===== config.mk =====
export PLATFORM = sky130hd
export DESIGN_NAME = seq_detect_param
export DESIGN_NICKNAME = d
export VERILOG_FILES = /design/src/rtl/seq_detect_param.sv
export SDC_FILE = /design/constraint.sdc
export NUM_CORES = 1
export LEC_CHECK = 0
export ABC_AREA = 1
export CORE_MARGIN = 2
export CORE_UTILIZATION = 49
export DETAILED_ROUTE_END_ITERATION = 10
export GPL_TIMING_DRIVEN = 1
export PLACE_DENSITY = 0.88
export SYNTH_ARGS = -nofsm -noshare
export SYNTH_HDL_FRONTEND = slang
export SYNTH_SLANG_ARGS = --single-unit

===== constraint.sdc =====
create_clock -name i_clk -period 2 [get_ports i_clk]
set_input_delay 0.4 -clock i_clk [delete_from_list [all_inputs] [get_ports i_clk]]
set_output_delay 0.4 -clock i_clk [all_outputs]
set_load 0.01 [all_outputs]

===== src/rtl/seq_detect_param.sv =====
// rtl/seq_detect_param.sv - parameterised serial pattern detector with saturating match counter
module seq_detect_param #(
    parameter int PAT_W   = 4,
    parameter int CNT_W   = 3,
    parameter int OVERLAP = 1
) (
    input  logic             i_clk,
    input  logic             i_rst_n,
    input  logic             i_valid,
    input  logic             i_data,
    input  logic             i_load,
    input  logic [PAT_W-1:0] i_pattern,
    input  logic             i_clr,
    output logic             o_valid,
    output logic             o_en,
    output logic [CNT_W-1:0] o_cnt,
    output logic             o_sat
);

    localparam int                FILL_W    = $clog2(PAT_W + 1);
    localparam logic [FILL_W-1:0] FILL_FULL = FILL_W'(PAT_W);
    localparam logic [CNT_W-1:0]  CNT_MAX   = {CNT_W{1'b1}};

    typedef enum logic [1:0] {
        S_EMPTY   = 2'd0,
        S_FILLING = 2'd1,
        S_ARMED   = 2'd2
    } state_t;

    state_t              r_state;
    state_t              w_state_nxt;
    logic [PAT_W-1:0]    r_hist;
    logic [PAT_W-1:0]    w_hist_nxt;
    logic [FILL_W-1:0]   r_fill;
    logic [FILL_W-1:0]   w_fill_nxt;
    logic [PAT_W-1:0]    r_pat;
    logic [PAT_W-1:0]    w_pat_nxt;
    logic                r_valid;
    logic                r_en;
    logic [CNT_W-1:0]    r_cnt;
    logic [CNT_W-1:0]    w_cnt_nxt;
    logic                r_sat;
    logic                w_sat_nxt;
    logic                w_match;
    logic [PAT_W-1:0]    w_hist_shift;
    logic [FILL_W-1:0]   w_fill_inc;

    // Post-shift history/fill as seen by the match comparator
    assign w_hist_shift = {r_hist[PAT_W-2:0], i_data};
    assign w_fill_inc   = (r_fill == FILL_FULL) ? r_fill : r_fill + FILL_W'(1);
    assign w_match      = i_valid && !i_load && (w_fill_inc == FILL_FULL) && (w_hist_shift == r_pat);

    // Next-state: load flushes, valid shifts, non-overlap mode restarts after a match
    always_comb begin
        w_state_nxt = r_state;
        w_hist_nxt  = r_hist;
        w_fill_nxt  = r_fill;
        w_pat_nxt   = r_pat;
        if (i_load) begin
            w_pat_nxt   = i_pattern;
            w_hist_nxt  = '0;
            w_fill_nxt  = '0;
            w_state_nxt = S_EMPTY;
        end else if (i_valid) begin
            w_hist_nxt = w_hist_shift;
            w_fill_nxt = w_fill_inc;
            case (r_state)
                S_EMPTY:   w_state_nxt = (w_fill_inc == FILL_FULL) ? S_ARMED : S_FILLING;
                S_FILLING: w_state_nxt = (w_fill_inc == FILL_FULL) ? S_ARMED : S_FILLING;
                S_ARMED:   w_state_nxt = S_ARMED;
                default:   w_state_nxt = S_EMPTY;
            endcase
            if (w_match && (OVERLAP == 0)) begin
                w_fill_nxt  = '0;
                w_state_nxt = S_EMPTY;
            end
        end
    end

    // Counter next value: clear beats a coincident match; saturates at all-ones
    always_comb begin
        w_cnt_nxt = r_cnt;
        if (i_clr) begin
            w_cnt_nxt = '0;
        end else if (w_match && (r_cnt != CNT_MAX)) begin
            w_cnt_nxt = r_cnt + CNT_W'(1);
        end
        w_sat_nxt = (w_cnt_nxt == CNT_MAX);
    end

    // State, history and output registers with synchronous active-low reset
    always_ff @(posedge i_clk) begin
        if (!i_rst_n) begin
            r_state <= S_EMPTY;
            r_hist  <= '0;
            r_fill  <= '0;
            r_pat   <= '0;
            r_valid <= 1'b0;
            r_en    <= 1'b0;
            r_cnt   <= '0;
            r_sat   <= 1'b0;
        end else begin
            r_state <= w_state_nxt;
            r_hist  <= w_hist_nxt;
            r_fill  <= w_fill_nxt;
            r_pat   <= w_pat_nxt;
            r_valid <= i_valid;
            r_en    <= w_match;
            r_cnt   <= w_cnt_nxt;
            r_sat   <= w_sat_nxt;
        end
    end

    assign o_valid = r_valid;
    assign o_en    = r_en;
    assign o_cnt   = r_cnt;
    assign o_sat   = r_sat;

endmodule

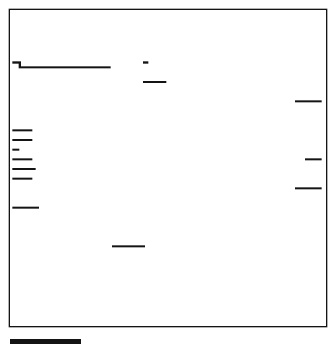
**Above:** run 1 (the metal 3 layer).
Scale bar: 10 µm.
share of all routed wire = 3.0%
wire length on this layer = 48.1 µm

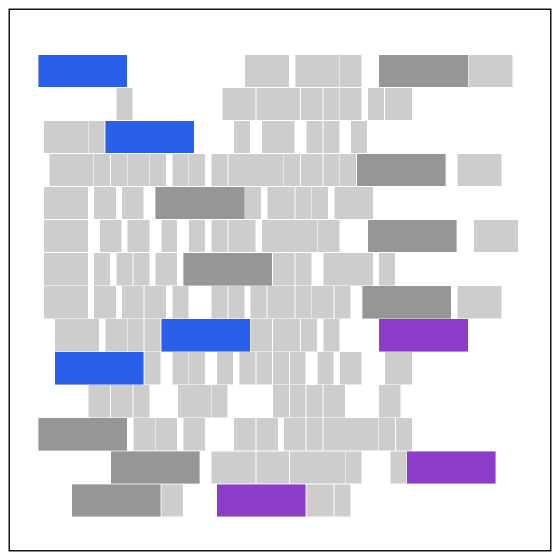
**Above:** run 1 (sequential cells grouped by signal name).
Other sequential cells in the stronger grey, the rest of the logic in the fainter grey.
r_pat -> blue  # sequential cells 4
r_fill -> purple  # sequential cells 3
not coloured = 9

==> run notes, run 1 <==
fresh numbers from the pnr run: Buffers on Ports=15, grt total ovfl=0, Min-Delay Endpoint=r_pat[1], Core Region=1520 µm², GR peak layer=met2, clock skew=0.00492 ns, first-pass GRT wire length=2770 µm, P_leak=0.444 nW, Psw=0.159 mW, Max-Cap Viols=0, CTS Root Buffer Type=clkbuf_4, CP arrival=1.93 ns, status=complete, no violations, H-tree depth=1, Reg2Reg Launch Point=r_fill[0], combinational group share of total power=13.8%, setup TNS=0 ns, M3 GR Usage=3.67%, period utilization=84.6%, Max-area cell share=39.9%, fp_density=52.6%, Yosys chip area=802 µm², hold path startpoint=r_pat[1], Top cell excl fill/tap=inv_1, Die Span Y=44.5 µm, largest net degree at the start of global routing=10, P&R area growth vs syn=25.0%, Post-route DRC=0, number of diodes=0, synthesized area=802 µm², sequential area share after synthesis=39.9%, tally of yosys warning messages=0, final hold vios=0, OpenROAD warnings=27, WL final=1610 µm, fin crit period=1.69 ns, Setup Fix Bufs, Post-CTS=0, Net Count, Synth=131, Syn Area/Cell=6.85 µm², vias in the first global route=733, Max VDD drop=0.383 mV, relative slew slack=79.9%, router iterations before antenna repair=4, Synth flops=16, Worst-Margin Slew=0.300 ns, Latency at later pin=0.30 ns, via/cell ratio=5.03, distinct lib cells=15, CP endpoint kind=register, Synth area leaders=dfxtp_1 40%, inv_1 10%, nand2_1 9.8%, RR Endpoint=o_sat, Sequential Power Share=56.2%, most numerous logic cells after layout=22 x inv_1, 21 x nand2_1, 16 x dfxtp_1, Starting DRT DRC Count=10, post_cts resized=0, overall power consumption=0.596 mW, GRT Total Usage=19.1%, Clock Path Buffers=2, met1 GRT Util=20.4%, setup slack, reg-to-reg=0.31 ns, io pins=16, hold path depth=2, CTS sink cnt=16, Die Size=1980 µm², Power Internal=0.437 mW, clk slew on worst S/H paths=0.10 ns, FP Rows=14
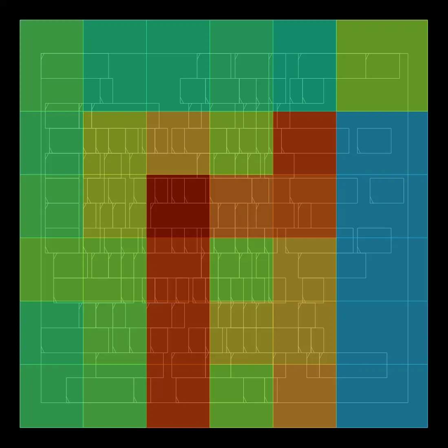
**Above:** run 1 (track usage over the die).
Avg WL per Cell: 10.6 µm
M2 GR Usage: 36.5%

-- run 1: registers in the layout, indices dropped and copies added (netlist names) --
| register | flops |
|---|---|
| o_valid | 1 |
| r_hist | 3 |
| o_sat | 1 |
| r_pat | 4 |
| o_en | 1 |
| r_fill | 3 |
| o_cnt | 3 |
-- run 1: critical path, cell delays in order (launching register included) --
cell     delay (ns)
dfxtp_1        0.39
inv_2          0.06
ha_1           0.31
inv_1          0.08
nand3_1        0.09
nor2_2         0.09
nand2_2        0.08
nor2_4         0.14
a21oi_1        0.11
nor2_1         0.14
nand2_1        0.08
nor2_1         0.08
-- run 1: final cells by class --
cell class / instances / area [µm²] / share of cell area, %
clock buffers: 3 / 22.5 / 2.25
inverters: 25 / 93.8 / 9.36
multi-input cells: 76 / 388 / 38.7
flip-flops and latches: 16 / 320 / 32.0
well taps: 16 / 20.0 / 2.00
repair buffers: 16 / 158 / 15.7
-- run 1: logic make-up after synthesis --
group	count (synthesis)	synth area share, %
AND-OR/OR-AND	23	14.8
adder cells (fa/ha/maj)	4	6.24
buffers and inverters	25	11.7
flip-flops	16	39.9
AND/OR/NAND/NOR	49	27.3
-- run 1: power groups by stage --
stage,registers [mW],clock network (mW),logic (mW)
final,0.335,0.179,0.0821
after detailed placement,0.343,0,0.0818
after global placement,0.342,0,0.0796
after global routing,0.336,0.190,0.0937
after floorplan,0.342,0,0.0474
after CTS,0.335,0.175,0.0821
-- run 1: stage by stage --
stage               instances  util (%)  worst slack (ns)  area, µm²
floorplan                 117         -             0.529        802
finish                    152      65.8             0.309       1000
global route              152      65.8             0.195       1000
global placement          149      64.3             0.204        980
CTS                       152      65.8             0.307       1000
detailed placement        149      64.3            0.0643        980
-- run 1: Yosys cell counts, drive strengths merged --
cell type / number
a21oi: 12
ha: 4
dfxtp: 16
nand4: 1
nand3: 6
nor2: 16
nand2: 24
inv: 25
o21ai: 11
nor3: 2
-- run 1: worst max path at each step --
stage	start	to	slack, ns	cells past startpoint
after global placement	i_load	o_sat	0.20	11
after detailed placement	i_load	o_sat	0.06	10
after floorplan	r_fill[0]	o_sat	0.53	12
after CTS	r_fill[0]	o_sat	0.31	11
after global routing	r_fill[0]	o_sat	0.19	11
final	r_fill[0]	o_sat	0.31	11
-- run 1: routing by layer --
layer	share of wire, %	up-vias
li1	-	405
met1	43	342
met2	53	14
met3	3.0	3
met4	1.6	0
met5	0	-
**Run 1: logic cells by family**

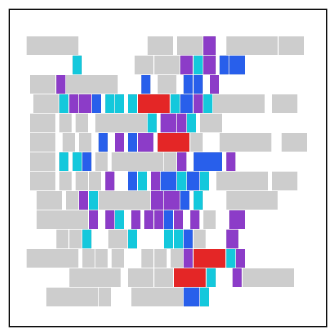

--- run 2 (diff from run 1) ---
Clock period 2 ns to 1.7 ns, I/O delays scaled along.
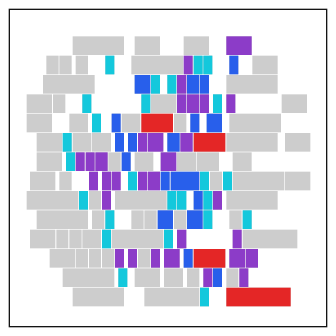
**Above:** run 2 (logic cells by family).
NOR gates -> blue  # cells 18
adder and majority cells -> red  # cells 4
inverters -> cyan  # cells 25
NAND gates -> purple  # cells 31

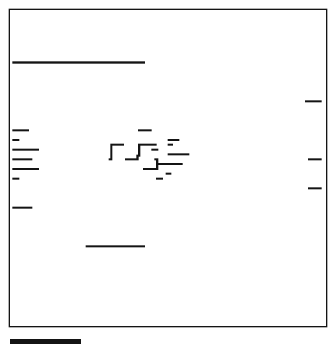
**Above:** run 2 (the metal 3 layer).
Scale bar: 10 µm.
wire length on this layer = 71.7 µm
nets with wire on the layer = 18

==> run notes, run 2 <==
fresh numbers from the pnr run: Max-area cell share=39.9% (unchanged), Post-route DRC=0 (unchanged), router iterations before antenna repair=5 (+1), Synth area leaders=dfxtp_1 40%, inv_1 10%, nand2_1 9.8%, Latency at later pin=0.29 ns (about the same), synthesized area=802 µm² (unchanged), status=complete, no violations, CP arrival=1.26 ns (-0.67 ns), EDFF count, synth=0 (unchanged), FP Rows=14 (unchanged), Syn Area/Cell=6.85 µm² (unchanged), tally of yosys warning messages=0 (unchanged), Worst path max stage delay=0.57 ns (+0.18 ns), distinct lib cells=15 (unchanged), Die Size=1980 µm² (unchanged), period utilization=94.1%, Die Span Y=44.5 µm (unchanged), CP max stage cell=clkdlybuf4s50_1, Logic cell area=408 µm² (+5.2%), Worst-Margin Slew=0.305 ns (+0.00501 ns), final hold vios=0 (unchanged), synth cell count leaders=22 x inv_1, 21 x nand2_1, 16 x dfxtp_1, Buffers on Ports=15 (unchanged), most numerous logic cells after layout=21 x inv_1, 21 x nand2_1, 15 x clkdlybuf4s50_1, P_leak=0.471 nW (+6.0%), Largest register FFs=4 (unchanged), GRT Total Usage=19.6% (+0.49 points), P&R area growth vs syn=32.4%, WP buf/inv=1 (-1), sequential area share after synthesis=39.9% (unchanged), worst-path cell chain=clkdlybuf4s50_1, number of diodes=0 (unchanged), Max-Cap Viols=0 (unchanged), Flop area=323 µm² (+0.78%), final core area utilization=69.7% (+3.9 points), CTS sink cnt=16 (unchanged), H-tree depth=1 (unchanged), CP endpoint kind=output port, clk slew on worst S/H paths=0.09 ns (about the same), Synth flops=16 (unchanged), Core Region=1520 µm² (unchanged), fin crit period=1.60 ns, first-pass GRT wire length=2840 µm (+2.5%), Commonest flop=dfxtp_1, relative slew slack=79.6% (-0.34 points), OpenROAD warnings=27 (unchanged), vias in the first global route=756 (+3.1%), Max VDD drop=0.513 mV (+34%), Avg WL per Cell=10.9 µm (+2.8%), overall power consumption=0.709 mW (+19%), Top reg by flops=r_pat
-- run 2: cell counts after synthesis --
No cell type changed its count.
-- run 2: cell families after synthesis --
| kind of cell | count (synthesis) | share of synthesized area, % |
|---|---|---|
| flops | 16 | 39.9 |
| simple gates | 49 | 27.3 |
| buf+inv | 25 | 11.7 |
| fa+ha+maj | 4 | 6.24 |
| compound gates | 23 | 14.8 |
-- run 2: worst paths after layout --
path / startpoint / to / slack (ns) / depth (start not counted)
setup reg to reg: r_fill[0] / o_cnt[0] / 0.13 / 11
hold reg to reg: r_pat[3] / r_pat[3] / 0.48 / 2
hold / removal: r_pat[3] / r_pat[3] / 0.48 / 2
setup / recovery: o_cnt[0] / o_cnt[0] / 0.1 / 1
-- run 2: timing repair --
action                                  4_1_cts  5_1_grt
endpoints found under the hold margin         0        0
endpoints found under the setup margin        0        3
buffers inserted                              0        1
hold buffers                                  0        0
gates resized                                 0        6
-- run 2: layout make-up --
class	count	area share, %
clock buffers	3	2.12
inverters	25	8.83
multi-input cells	76	38.4
flip-flops and latches	16	30.4
well taps	16	1.88
repair buffers	21	18.4
-- run 2: layer usage --
layer / wire length [µm] / part of all wire [%] / global-route usage, % / vias to the layer above
met2: 873 / 51 / 37.4 / 26
met5: 0 / 0 / 0 / -
met4: 29 / 1.7 / 8.48 / 0
met3: 71 / 4.2 / 5.31 / 8
met1: 730 / 43 / 19.6 / 362
li1: - / - / - / 417
-- run 2: per-stage QoR --
step / instance area, µm² / TNS (ns) / setup WS [ns]
6_report: 1060 / 0 / 0.0999
5_1_grt: 1060 / -0.0198 / -0.0137
4_1_cts: 1030 / 0 / 0.0288
3_5_place_dp: 1010 / -0.0771 / -0.0445
3_3_place_gp: 1010 / 0 / 0.0211
2_1_floorplan: 802 / 0 / 0.229
-- run 2: power breakdown --
part	switching [mW]	total, mW	internal [mW]
combinational	0.0575	0.112	0.0544
sequential	0.00685	0.395	0.388
clock	0.120	0.203	0.0824
total	0.185	0.709	0.525
Power figures rest on the tool's default switching activity, not on a simulated workload.
